## src/rtl/multicycle_control.sv

```systemverilog
// Multi-cycle MIPS main sequencer.
// One state per instruction step; control outputs are a Moore decode of the
// current state, qualified by MemReady only in FETCH and MEM_WRITE. Memory
// states can time out through a saturating wait counter, which forces a
// return to FETCH and a one-cycle MemError pulse.
module multicycle_control #(
    parameter int MEM_TIMEOUT = 15,
    parameter int WAIT_W      = 4
) (
    input  logic        clk,
    input  logic        rst,
    input  logic [31:0] instruction,
    input  logic        mem_ready,
    output logic        pc_write,
    output logic        pc_write_cond,
    output logic        pc_write_cond_ne,
    output logic        iord,
    output logic        mem_read,
    output logic        mem_write,
    output logic        mem_to_reg,
    output logic        ir_write,
    output logic [1:0]  pc_source,
    output logic [2:0]  alu_op,
    output logic        alu_src_a,
    output logic [1:0]  alu_src_b,
    output logic        reg_write,
    output logic        reg_dst,
    output logic        instr_done,
    output logic        illegal_op,
    output logic        mem_error,
    output logic [3:0]  state
);

    typedef enum logic [3:0] {
        S_FETCH     = 4'd0,
        S_DECODE    = 4'd1,
        S_MEM_ADDR  = 4'd2,
        S_MEM_READ  = 4'd3,
        S_MEM_WB    = 4'd4,
        S_MEM_WRITE = 4'd5,
        S_R_EXEC    = 4'd6,
        S_R_WB      = 4'd7,
        S_BRANCH    = 4'd8,
        S_JUMP      = 4'd9,
        S_IMM_EXEC  = 4'd10,
        S_IMM_WB    = 4'd11,
        S_ILLEGAL   = 4'd12
    } state_t;

    localparam logic [5:0] OP_RTYPE = 6'b000000;
    localparam logic [5:0] OP_LW    = 6'b100011;
    localparam logic [5:0] OP_SW    = 6'b101011;
    localparam logic [5:0] OP_BEQ   = 6'b000100;
    localparam logic [5:0] OP_BNE   = 6'b000101;
    localparam logic [5:0] OP_J     = 6'b000010;
    localparam logic [5:0] OP_ADDI  = 6'b001000;
    localparam logic [5:0] OP_SLTI  = 6'b001010;

    localparam bit              TIMEOUT_EN  = (MEM_TIMEOUT > 32'sd0);
    localparam logic [WAIT_W:0] TIMEOUT_VAL = MEM_TIMEOUT[WAIT_W:0];
    localparam logic [WAIT_W-1:0] WAIT_MAX  = {WAIT_W{1'b1}};

    state_t              state_r;
    state_t              next_state_s;
    logic [WAIT_W-1:0]   wait_cnt_r;
    logic [WAIT_W-1:0]   wait_cnt_next_s;
    logic [WAIT_W:0]     wait_cnt_inc_s;
    logic                mem_error_r;
    logic                in_wait_s;
    logic                timeout_s;
    logic [5:0]          opcode_s;
    logic                unused_s;

    assign opcode_s = instruction[31:26];
    // Only the opcode field steers the sequencer; the rest is datapath data.
    assign unused_s = ^instruction[25:0];

    assign in_wait_s = (state_r == S_FETCH) || (state_r == S_MEM_READ) ||
                       (state_r == S_MEM_WRITE);

    // Count of unready cycles including the current one; the timeout fires on
    // the MEM_TIMEOUT-th consecutive unready cycle of a memory state.
    assign wait_cnt_inc_s = {1'b0, wait_cnt_r} + {{WAIT_W{1'b0}}, 1'b1};
    assign timeout_s = TIMEOUT_EN && in_wait_s && !mem_ready &&
                       (wait_cnt_inc_s == TIMEOUT_VAL);

    // Next-state selection from the current state, opcode and memory handshake.
    always_comb begin
        next_state_s = S_FETCH;
        case (state_r)
            S_FETCH: begin
                if (mem_ready) begin
                    next_state_s = S_DECODE;
                end else begin
                    next_state_s = S_FETCH;
                end
            end
            S_DECODE: begin
                case (opcode_s)
                    OP_RTYPE:        next_state_s = S_R_EXEC;
                    OP_LW, OP_SW:    next_state_s = S_MEM_ADDR;
                    OP_BEQ, OP_BNE:  next_state_s = S_BRANCH;
                    OP_J:            next_state_s = S_JUMP;
                    OP_ADDI, OP_SLTI: next_state_s = S_IMM_EXEC;
                    default:         next_state_s = S_ILLEGAL;
                endcase
            end
            S_MEM_ADDR: begin
                if (opcode_s == OP_LW) begin
                    next_state_s = S_MEM_READ;
                end else begin
                    next_state_s = S_MEM_WRITE;
                end
            end
            S_MEM_READ: begin
                if (mem_ready) begin
                    next_state_s = S_MEM_WB;
                end else if (timeout_s) begin
                    next_state_s = S_FETCH;
                end else begin
                    next_state_s = S_MEM_READ;
                end
            end
            S_MEM_WB:    next_state_s = S_FETCH;
            S_MEM_WRITE: begin
                if (mem_ready || timeout_s) begin
                    next_state_s = S_FETCH;
                end else begin
                    next_state_s = S_MEM_WRITE;
                end
            end
            S_R_EXEC:    next_state_s = S_R_WB;
            S_R_WB:      next_state_s = S_FETCH;
            S_BRANCH:    next_state_s = S_FETCH;
            S_JUMP:      next_state_s = S_FETCH;
            S_IMM_EXEC:  next_state_s = S_IMM_WB;
            S_IMM_WB:    next_state_s = S_FETCH;
            S_ILLEGAL:   next_state_s = S_FETCH;
            default:     next_state_s = S_FETCH;
        endcase
    end

    // Wait counter only runs while stalled in a memory state; any exit,
    // entry or timeout leaves it at zero.
    always_comb begin
        wait_cnt_next_s = {WAIT_W{1'b0}};
        if (in_wait_s && !mem_ready && !timeout_s) begin
            if (wait_cnt_r != WAIT_MAX) begin
                wait_cnt_next_s = wait_cnt_inc_s[WAIT_W-1:0];
            end else begin
                wait_cnt_next_s = WAIT_MAX;
            end
        end else begin
            wait_cnt_next_s = {WAIT_W{1'b0}};
        end
    end

    // State register; reset abandons any partial instruction.
    always_ff @(posedge clk or posedge rst) begin
        if (rst) begin
            state_r <= S_FETCH;
        end else begin
            state_r <= next_state_s;
        end
    end

    // Wait counter register.
    always_ff @(posedge clk or posedge rst) begin
        if (rst) begin
            wait_cnt_r <= {WAIT_W{1'b0}};
        end else begin
            wait_cnt_r <= wait_cnt_next_s;
        end
    end

    // Timeout flag, registered so it appears in the cycle after the timeout.
    always_ff @(posedge clk or posedge rst) begin
        if (rst) begin
            mem_error_r <= 1'b0;
        end else begin
            mem_error_r <= timeout_s;
        end
    end

    // Moore control decode; everything not named for a state stays low.
    always_comb begin
        pc_write         = 1'b0;
        pc_write_cond    = 1'b0;
        pc_write_cond_ne = 1'b0;
        iord             = 1'b0;
        mem_read         = 1'b0;
        mem_write        = 1'b0;
        mem_to_reg       = 1'b0;
        ir_write         = 1'b0;
        pc_source        = 2'b00;
        alu_op           = 3'b000;
        alu_src_a        = 1'b0;
        alu_src_b        = 2'b00;
        reg_write        = 1'b0;
        reg_dst          = 1'b0;
        instr_done       = 1'b0;
        illegal_op       = 1'b0;
        case (state_r)
            S_FETCH: begin
                mem_read  = 1'b1;
                alu_src_b = 2'b01;
                pc_write  = mem_ready;
                ir_write  = mem_ready;
            end
            S_DECODE: begin
                alu_src_b = 2'b11;
            end
            S_MEM_ADDR: begin
                alu_src_a = 1'b1;
                alu_src_b = 2'b10;
            end
            S_MEM_READ: begin
                mem_read = 1'b1;
                iord     = 1'b1;
            end
            S_MEM_WB: begin
                mem_to_reg = 1'b1;
                reg_write  = 1'b1;
                instr_done = 1'b1;
            end
            S_MEM_WRITE: begin
                mem_write  = 1'b1;
                iord       = 1'b1;
                instr_done = mem_ready;
            end
            S_R_EXEC: begin
                alu_src_a = 1'b1;
                alu_op    = 3'b010;
            end
            S_R_WB: begin
                reg_dst    = 1'b1;
                reg_write  = 1'b1;
                instr_done = 1'b1;
            end
            S_BRANCH: begin
                alu_src_a  = 1'b1;
                pc_source  = 2'b01;
                instr_done = 1'b1;
                if (opcode_s == OP_BNE) begin
                    alu_op           = 3'b101;
                    pc_write_cond_ne = 1'b1;
                end else begin
                    alu_op        = 3'b001;
                    pc_write_cond = 1'b1;
                end
            end
            S_JUMP: begin
                pc_write   = 1'b1;
                pc_source  = 2'b10;
                instr_done = 1'b1;
            end
            S_IMM_EXEC: begin
                alu_src_a = 1'b1;
                alu_src_b = 2'b10;
                if (opcode_s == OP_SLTI) begin
                    alu_op = 3'b100;
                end else begin
                    alu_op = 3'b011;
                end
            end
            S_IMM_WB: begin
                reg_write  = 1'b1;
                instr_done = 1'b1;
            end
            S_ILLEGAL: begin
                illegal_op = 1'b1;
                instr_done = 1'b1;
            end
            default: begin
                pc_write = 1'b0;
            end
        endcase
    end

    assign mem_error = mem_error_r;
    assign state     = state_r;

endmodule
```

## config.mk

```make
export PLATFORM = sky130hd
export DESIGN_NAME = multicycle_control
export DESIGN_NICKNAME = d
export VERILOG_FILES = /design/src/rtl/multicycle_control.sv
export SDC_FILE = /design/constraint.sdc
export NUM_CORES = 1
export LEC_CHECK = 0
export CAP_MARGIN = 20
export CORE_UTILIZATION = 35
export CTS_CLUSTER_DIAMETER = 150
export CTS_CLUSTER_SIZE = 24
export DETAILED_ROUTE_END_ITERATION = 6
export DONT_BUFFER_PORTS = 1
export MAX_ROUTING_LAYER = met4
export PLACE_DENSITY_LB_ADDON = 0.25
export SLEW_MARGIN = 20
export SYNTH_ARGS = -nofsm -noshare
export SYNTH_HDL_FRONTEND = slang
export SYNTH_SLANG_ARGS = --single-unit
```

## constraint.sdc

```tcl
create_clock -name clk -period 2.56 [get_ports clk]
set_input_delay 0.512 -clock clk [delete_from_list [all_inputs] [get_ports clk]]
set_output_delay 0.512 -clock clk [all_outputs]
set_load 0.01 [all_outputs]
```

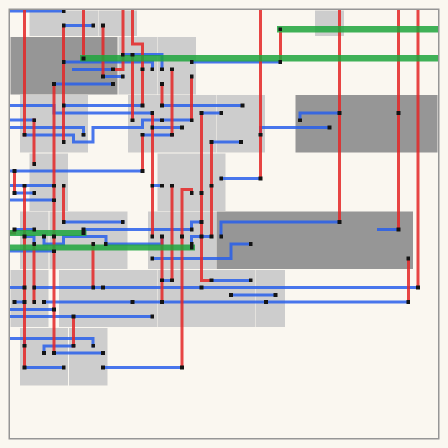
run_1/detail.png
Window x 29 to 49, y 3 to 23 um. Cells in grey, sequential cells in the stronger grey; small squares are vias.
[metal 1] blue
[metal 2] red
[metal 3] green
sequential cells in the window: 3
netlist names of flops here include: wait_cnt_r (2), mem_error (1)
most frequent: dfrtp_1 (3)
cells with their middle in the window: 19

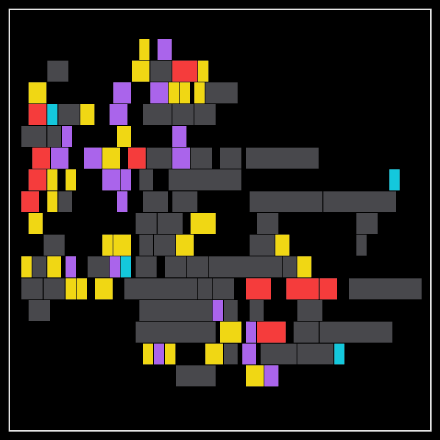
run_1/logic_types.png
Drawn at 8 px/um.
[inverters] cyan | cells: 4 | most used: inv_1
[AND and OR gates] red | cells: 10
[NAND gates] purple | cells: 19 | most used: nand2_1
[NOR gates] yellow | cells: 30 | most used: nor2_1

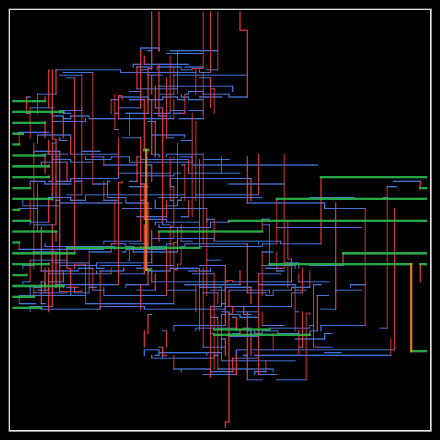
run_1/wires.png
Drawn at 8 px/um.
[metal 4] orange | wire length: 25.8 um
[metal 2] red | wire length: 904 um
[metal 3] green | wire length: 206 um
[metal 1] blue | wire length: 1010 um

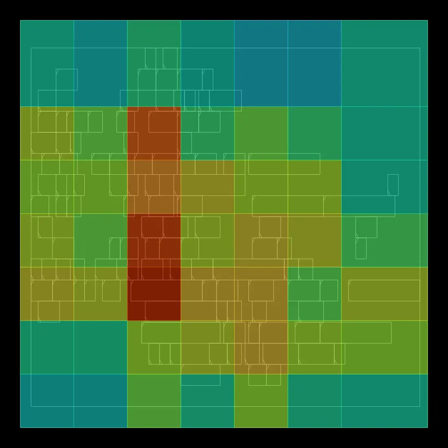
run_1/congestion.png
end-of-flow core utilization: 41.2%
WL/cell: 14.8 um
routing usage on met3: 7.25%

==> metrics.yaml, run 1 <==
routing:
  dr_wl_met2_um: 904
  first_pass_iters: 4
  highest_layer: "met4"
  viasPerCell: 6.06
  wirelength_um: 2150
sta:
  slew_violations: 0
  tightestPinTransition_ns: 0.619
  fin_crit_sh_pct: 86.4
  max_slew_margin_pct: 58.7
  finalSetupTns_ns: 0
cells_and_area:
  drive_gt1_share_pct: 12.8
  area_growth_pct: 7.00
  fillers: 226
  fin_nets: 155
power_and_ir_drop:
  totalPowerFinal_uw: 860
  power-per-cell-area_mw_per_mm2: 899
worst_setup_path:
  arrival_ns: 1.70
  endpoint: "alu_op[2]"
  rr_endpoint: "wait_cnt_r[2]"
  path_max_fanout: 18
  crit_path_start_kind: "flop"
synth:
  yosysCellCount: 115
  edf_count: 0
  yosys-top-cells-area: "dfrtp_1 (25%), nor2_1 (5.9%), nor2b_1 (4.9%)"
  ys_ff: 9
  xor_area_share_pct: 0.980
  yosysChipArea_sq_um: 893
  top_area_cell: "dfrtp_1"
  synth_top_area_share_pct: 25.2
  syn_area_per_cell_sq_um: 7.77
grt:
  grt_usage_pct: 17.2
  busiest_layer: "met2"
  met2_usage_pct: 24.5
  antenna_found_initial: 0
  grt_use_met1_pct: 22.0
floorplan:
  fp-row-count: 17
  die_w_um: 52.5
  dieArea_sq_mm: 0.00276
clock_tree:
  clock_latency_ns: 0.26
  postCtsHoldBufs: 0
  cts_made_buffers: 3
  ctsResizeCount: 0
outcome:
  run_status: "complete, no violations"
placement:
  io_buffers: 0
  gp_congestion: 0.854
run 1: sequential cells by signal, summed over array words and instances (netlist names):
signal	count
mem_error	1
state	4
wait_cnt_r	4
run 1: cell usage after synthesis, types with 3 or more instances:
cell type and count:
nand3_1 4, o311ai_1 3, nor2_1 14, a21oi_1 8
o31ai_1 3, a211oi_1 4, nor2b_1 7, inv_1 4
nand2_1 8, dfrtp_1 9, nand2b_1 4, nand4_1 3
clkbuf_1 3, nor3_1 6
run 1: critical path, stage by stage (launching register included):
cell and delay [ns]:
dfrtp_1 0.74, nor3_1 0.11, buf_4 0.17, and2_1 0.17, a31o_2 0.25
run 1: cell type report:
type | count | area [sq um] | area share [%]
multi-input combinational | 95 | 617 | 64.5
inverter | 4 | 15.0 | 1.57
sequential | 9 | 225 | 23.6
clock buffer | 4 | 26.3 | 2.75
tap | 28 | 35.0 | 3.66
timing repair buffer | 5 | 37.5 | 3.93
run 1: worst min path at each step:
stage	from	endpoint
2_1_floorplan	rst	mem_error
3_3_place_gp	rst	mem_error
3_5_place_dp	rst	mem_error
4_1_cts	rst	mem_error
5_1_grt	rst	wait_cnt_r[1]
6_report	rst	wait_cnt_r[0]
run 1: power breakdown:
part / internal (mW) / switching (mW)
Combinational: 0.190 / 0.319
Sequential: 0.176 / 0.0655
Clock: 0.0601 / 0.0496
Total: 0.426 / 0.434
run 1: per-stage QoR:
stage          worst slack (ns)  cell area [sq um]  utilization (%)  hold slack, ns
4_1_cts                   0.345                956             41.2           0.101
6_report                  0.348                956             41.2          0.0974
2_1_floorplan             0.602                893                -           0.340
3_3_place_gp              0.623                930             40.1           0.388
5_1_grt                   0.211                956             41.2           0.117
3_5_place_dp              0.638                930             40.1           0.392
## Run 2: what changed since run 1
- ABC_CLOCK_PERIOD_IN_PS: not set -> 2560
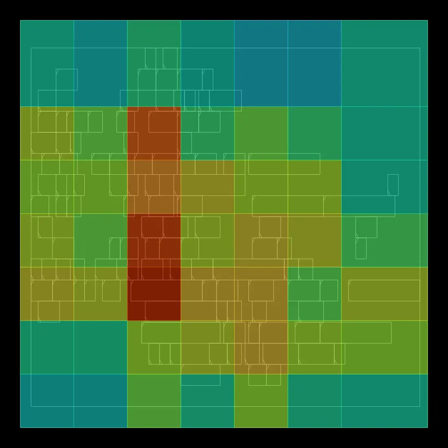
run_2/congestion.png
most used routing layer in global routing: met2
M1 GR Usage: 22.0%
Global Route Usage Sum: 17.2%
routing usage on met2: 24.5%

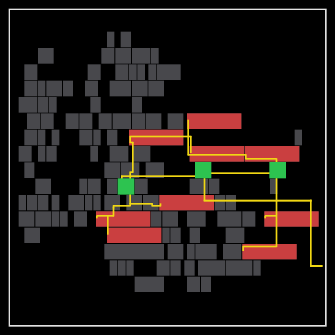
run_2/clk_routes.png
Drawn at 6 px/um.
[flip-flops] red | count: 9
[clock wires] yellow | length: 149 um
[clock drivers] green | count: 3
routed clock nets: 4

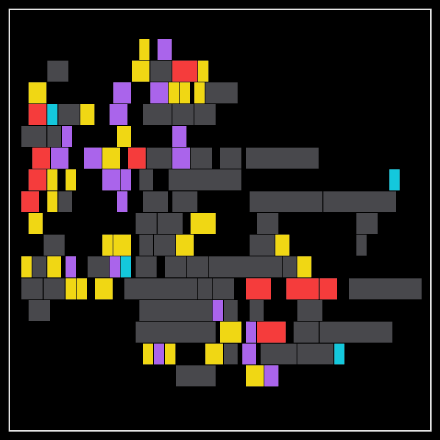
run_2/logic_types.png
Drawn at 8 px/um.
[inverters] cyan | cells: 4 | most used: inv_1
[NAND gates] purple | cells: 19 | most used: nand2_1
[AND and OR gates] red | cells: 10
[NOR gates] yellow | cells: 30 | most used: nor2_1

==> run 2 against run 1 <==
Design area stayed put. Sequential power hardly changed. Sequential share of layout area stayed put. Highest routed layer unchanged. Cell count stayed put. Clock skew stayed put. Synthesized cell count stayed put. Worst setup slack stayed put. Register-to-register slack hardly changed. Clock-buffer cell count stayed put. Maximum frequency stayed put. Wire length stayed put. Power stayed put.
==> metrics.yaml, run 2 <==
outcome:
  run_status: "complete, no violations"  # unchanged
synth:
  edf_count: 0  # unchanged
  syn_inst: 115  # unchanged
  synth.most_common_cell: "nor2_1"  # unchanged
  yosysChipArea_sq_um: 893  # unchanged
  top_cells_by_count: "nor2_1 (14), dfrtp_1 (9), a21oi_1 (8), nand2_1 (8), nor2b_1 (7)"  # unchanged
  ys_ff: 9  # unchanged
  yosys-top-cells-area: "dfrtp_1 (25%), nor2_1 (5.9%), nor2b_1 (4.9%)"  # unchanged
  syn_area_per_cell_sq_um: 7.77  # unchanged
  synth_top_area_share_pct: 25.2  # unchanged
  yosysCellCount: 115  # unchanged
power_and_ir_drop:
  p_leak_nw: 0.392  # unchanged
  totalPowerFinal_uw: 860  # unchanged
  power-per-cell-area_mw_per_mm2: 899  # unchanged
sta:
  fin_crit_sh_pct: 86.4  # unchanged
  tightestPinTransition_ns: 0.619  # unchanged
  max_slew_margin_pct: 58.7  # unchanged
  slew_violations: 0  # unchanged
  finalSetupTns_ns: 0  # unchanged
worst_setup_path:
  crit_chain: "nor3_1 > buf_4 > and2_1 > a31o_2"  # unchanged
  path_buffers: 1  # unchanged
  critPathTopFamily: "flip-flops"  # unchanged
  arrival_ns: 1.70  # about the same
  slowest_delay_ns: 0.74  # about the same
  crit_type: "reg -> out"  # unchanged
  rr_startpoint: "state[1]"  # unchanged
  crit_slowest_cell: "dfrtp_1"  # unchanged
  worstPathRequired_ns: 2.05  # about the same
  crit_path_start_kind: "flop"  # unchanged
  rr_endpoint: "wait_cnt_r[2]"  # unchanged
grt:
  antenna_found_initial: 0  # unchanged
clock_tree:
  clock_latency_ns: 0.26  # about the same
  postCtsHoldBufs: 0  # unchanged
  cts_sinks: 9  # unchanged
  ctsResizeCount: 0  # unchanged
  cts_made_buffers: 3  # unchanged
placement:
  gp_congestion: 0.854  # unchanged
  io_buffers: 0  # unchanged
routing:
  first_pass_iters: 4  # unchanged
  viasPerCell: 6.06  # unchanged
  wl_per_cell_um: 14.8  # unchanged
  wirelength_um: 2150  # unchanged
floorplan:
  fp-row-count: 17  # unchanged
  die_w_um: 52.5  # unchanged
cells_and_area:
  fin_nets: 155  # unchanged
  area_growth_pct: 7.00  # unchanged
  final_util_pct: 41.2  # unchanged
  fillers: 226  # unchanged
  regArea_sq_um: 225  # unchanged
  final_cell_mix: "nor2_1 (14), dfrtp_1 (9), nand2_1 (8), a21oi_1 (8), nor2b_1 (7)"  # unchanged
-- run 2: logic make-up (layout without fill, tap and decap cells) --
family	count (synthesis)	in the layout	share of synthesized area, %
buffers and inverters	11	13	5.74
flip-flops	9	9	25.2
AND-OR/OR-AND	31	31	26.8
multiplexers	2	2	2.80
adder cells (fa/ha/maj)	2	2	2.80
XOR/XNOR	1	1	0.981
AND/OR/NAND/NOR	59	59	35.7
-- run 2: metrics by stage --
| step | cell area, sq um | worst slack [ns] | hold slack, ns |
|---|---|---|---|
| 2_1_floorplan | 893 | 0.602 | 0.340 |
| 3_3_place_gp | 930 | 0.623 | 0.388 |
| 3_5_place_dp | 930 | 0.638 | 0.392 |
| 4_1_cts | 956 | 0.345 | 0.101 |
| 5_1_grt | 956 | 0.211 | 0.117 |
| 6_report | 956 | 0.348 | 0.0974 |
-- run 2: worst max-delay path by stage --
stage,startpoint,depth (start not counted),endpoint
6_report,state[1],4,alu_op[2]
3_5_place_dp,state[1],4,alu_op[2]
4_1_cts,state[1],4,alu_op[2]
2_1_floorplan,state[1],4,pc_write
3_3_place_gp,state[1],4,alu_op[2]
5_1_grt,state[1],3,alu_src_b[1]
-- run 2: power breakdown --
part	internal (mW)	switching, mW	leakage (nW)	total (mW)
sequential	0.176	0.0655	0.122	0.241
clock	0.0601	0.0496	0.0150	0.110
combinational	0.190	0.319	0.255	0.509
-- run 2: final cells by class --
cell class,instances,share of cell area (%)
sequential,9,23.6
multi-input combinational,95,64.5
tap,28,3.66
clock buffer,4,2.75
timing repair buffer,5,3.93
inverter,4,1.57
-- run 2: layer usage --
layer	up-vias	wire length, um	global-route usage [%]	part of all wire, %
li1	430	-	-	-
met1	404	1010	22.0	47
met2	41	904	24.5	42
met3	4	206	7.25	9.6
met4	0	25	4.82	1.2
met5	-	0	-	0
run_2/detail.png
Window x 29 to 49, y 3 to 23 um. Cells in grey, sequential cells in the stronger grey; small squares are vias.
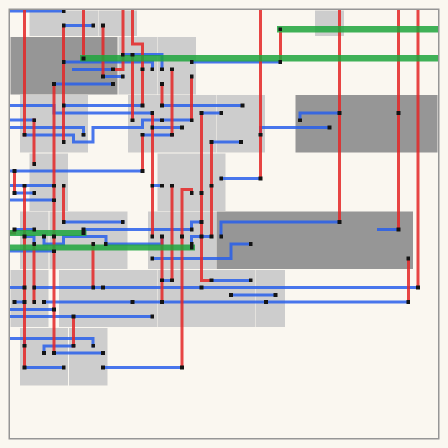

## Run 3: what changed since run 2
- ABC_CLOCK_PERIOD_IN_PS: 2560 -> 1800
- GPL_TIMING_DRIVEN: not set -> 0
- clock period: 2.56 -> 1.8 ns (I/O delays scaled with it)
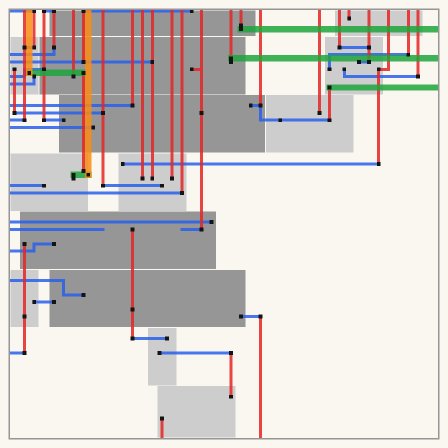
run_3/detail.png
Window x 29 to 49, y 3 to 23 um. Cells in grey, sequential cells in the stronger grey; small squares are vias.
[metal 3] green
[metal 4] orange
[metal 1] blue
[metal 2] red
netlist names of flops here include: state (2)
cells with their middle in the window: 10
sequential cells in the window: 4
most frequent: dfrtp_1 (2), dfrtp_2 (2)

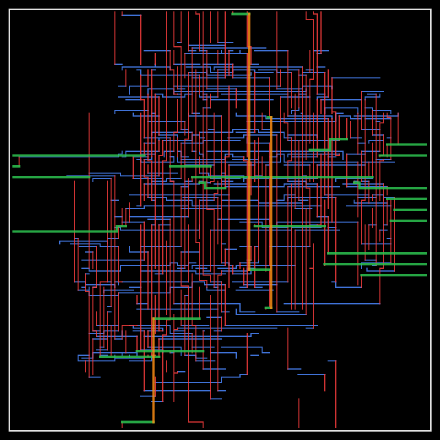
run_3/wires.png
Drawn at 8 px/um.
[metal 2] red | wire length: 1550 um
[metal 3] green | wire length: 184 um
[metal 1] blue | wire length: 1200 um
[metal 4] orange | wire length: 68.7 um

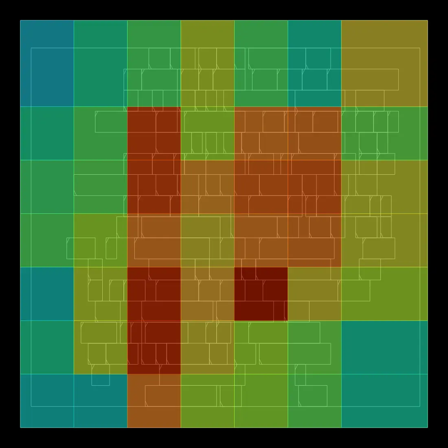
run_3/congestion.png
end-of-flow core utilization: 57.0%
WL/cell: 18.7 um
M1 GR Usage: 23.5%

==> run 3 against run 2 <==
The flow now finishes with violations (setup timing). Flip-flop count stayed put. Synthesized cell count is the same. Sequential share of layout area fell by 6.1 points. Sequential power rose by 58%. Hold slack improved by 0.23 ns. Core utilization increased by 16 points. Clock power increased by 37%. Design area increased by 38%. Clock-buffer cell count did not move. Worst setup slack got worse by 0.43 ns. Global-route usage increased by 3.0 points. Critical endpoint is now pc_write. Largest cell class unchanged.
==> metrics.yaml, run 3 <==
outcome:
  run_status: "finished with violations"  # was complete, no violations
  violations: "setup timing"
power_and_ir_drop:
  internal_power_uw: 900  # was 426 uW
  switching_share_pct: 48.9  # was 50.5%
  power-per-cell-area_mw_per_mm2: 1330  # was 899 mW/mm^2
  power_leader: "combinational cells"  # unchanged
  p_leak_nw: 0.524  # was 0.392 nW
  p_sw_uw: 860  # was 434 uW
  totalPowerFinal_mw: 1.76  # was 860 uW
worst_setup_path:
  rr_startpoint: "state[1]"  # unchanged
  arrival_ns: 1.52  # was 1.70 ns
  rr_endpoint: "wait_cnt_r[2]"  # unchanged
  crit_type: "reg -> out"  # unchanged
sta:
  tightestPinTransition_ns: 0.520  # was 0.619 ns
  setup_violations: 3  # was 0
  fin_ws_ns: -0.0825  # was 0.348 ns
  max_slew_margin_pct: 64.8  # was 58.7%
  fin_crit_sh_pct: 105
grt:
  grt_usage_pct: 20.1  # was 17.2%
synth:
  ys_ff: 9  # unchanged
  synthTopLogicFamily: "simple AND/OR/NAND/NOR gates"  # unchanged
  yosysChipArea_sq_um: 893  # unchanged
  ys_sh_adder_pct: 2.80  # unchanged
  mux_share_pct: 2.80  # unchanged
  edf_count: 0  # unchanged
  yosysCellCount: 115  # unchanged
  synth.most_common_cell: "nor2_1"  # unchanged
  yosys-top-cells-area: "dfrtp_1 (25%), nor2_1 (5.9%), nor2b_1 (4.9%)"  # unchanged
  top_cells_by_count: "nor2_1 (14), dfrtp_1 (9), a21oi_1 (8), nand2_1 (8), nor2b_1 (7)"  # unchanged
  synth_top_area_share_pct: 25.2  # unchanged
  syn_inst: 115  # unchanged
  top_area_cell: "dfrtp_1"  # unchanged
clock_tree:
  ctsResizeCount: 29  # was 0
  postCtsHoldBufs: 1  # was 0
  cts_sinks: 9  # unchanged
routing:
  first_pass_iters: 4  # unchanged
  wirelength_um: 3000  # was 2150 um
placement:
  io_buffers: 0  # unchanged
cells_and_area:
  drive_gt1_share_pct: 46.2  # was 12.8%
  fin_nets: 170  # was 155
hold_path:
  min_to: "wait_cnt_r[0]"
floorplan:
  die_w_um: 52.5  # unchanged
  fp-row-count: 17  # unchanged
run 3: cell types whose count changed in the layout (fill, tap and decap cells not counted), sizes merged:
cell	before	now
buf	5	16
dlygate4sd3	0	1
clkbuf	4	7
run 3: layout make-up:
| type | instances | area (sq um) | area share [%] |
|---|---|---|---|
| sequential | 9 | 231 | 17.5 |
| tap | 28 | 35.0 | 2.65 |
| buffer | 7 | 88.8 | 6.72 |
| timing repair buffer | 13 | 128 | 9.65 |
| clock buffer | 4 | 26.3 | 1.99 |
| inverter | 4 | 15.0 | 1.14 |
| multi-input combinational | 95 | 798 | 60.4 |
run 3: metrics by stage:
stage | TNS, ns | std cells | setup WS [ns] | util (%) | area (sq um)
after global routing | -0.463 | 160 | -0.135 | 57.0 | 1320
after CTS | -0.359 | 149 | -0.118 | 46.6 | 1080
after global placement | -0.313 | 143 | -0.199 | 40.3 | 935
final | -0.136 | 160 | -0.0825 | 57.0 | 1320
after floorplan | 0 | 115 | 0.0300 | - | 900
after detailed placement | -0.401 | 143 | -0.227 | 40.3 | 935
run 3: worst max-delay path by stage:
stage / from / end
after global routing: state[1] / pc_write
after global placement: state[2] / reg_write
after CTS: state[2] / pc_write
after detailed placement: state[2] / reg_write
after floorplan: state[2] / reg_write
final: state[1] / pc_write
run 3: worst max-delay path: stages (launching register included):
cell and delay (ns):
dfrtp_2 0.44, buf_6 0.15, buf_12 0.13, nor4_4 0.33
or2_1 0.20
run 3: routing by layer:
| metal | up-vias | GRT usage [%] | part of all wire (%) |
|---|---|---|---|
| met2 | 37 | 32.1 | 52 |
| met1 | 490 | 23.5 | 40 |
| li1 | 461 | - | - |
| met4 | 0 | 8.77 | 2.3 |
| met3 | 6 | 5.80 | 6.1 |
| met5 | - | - | 0 |
Power and IR drop assume default switching activity.
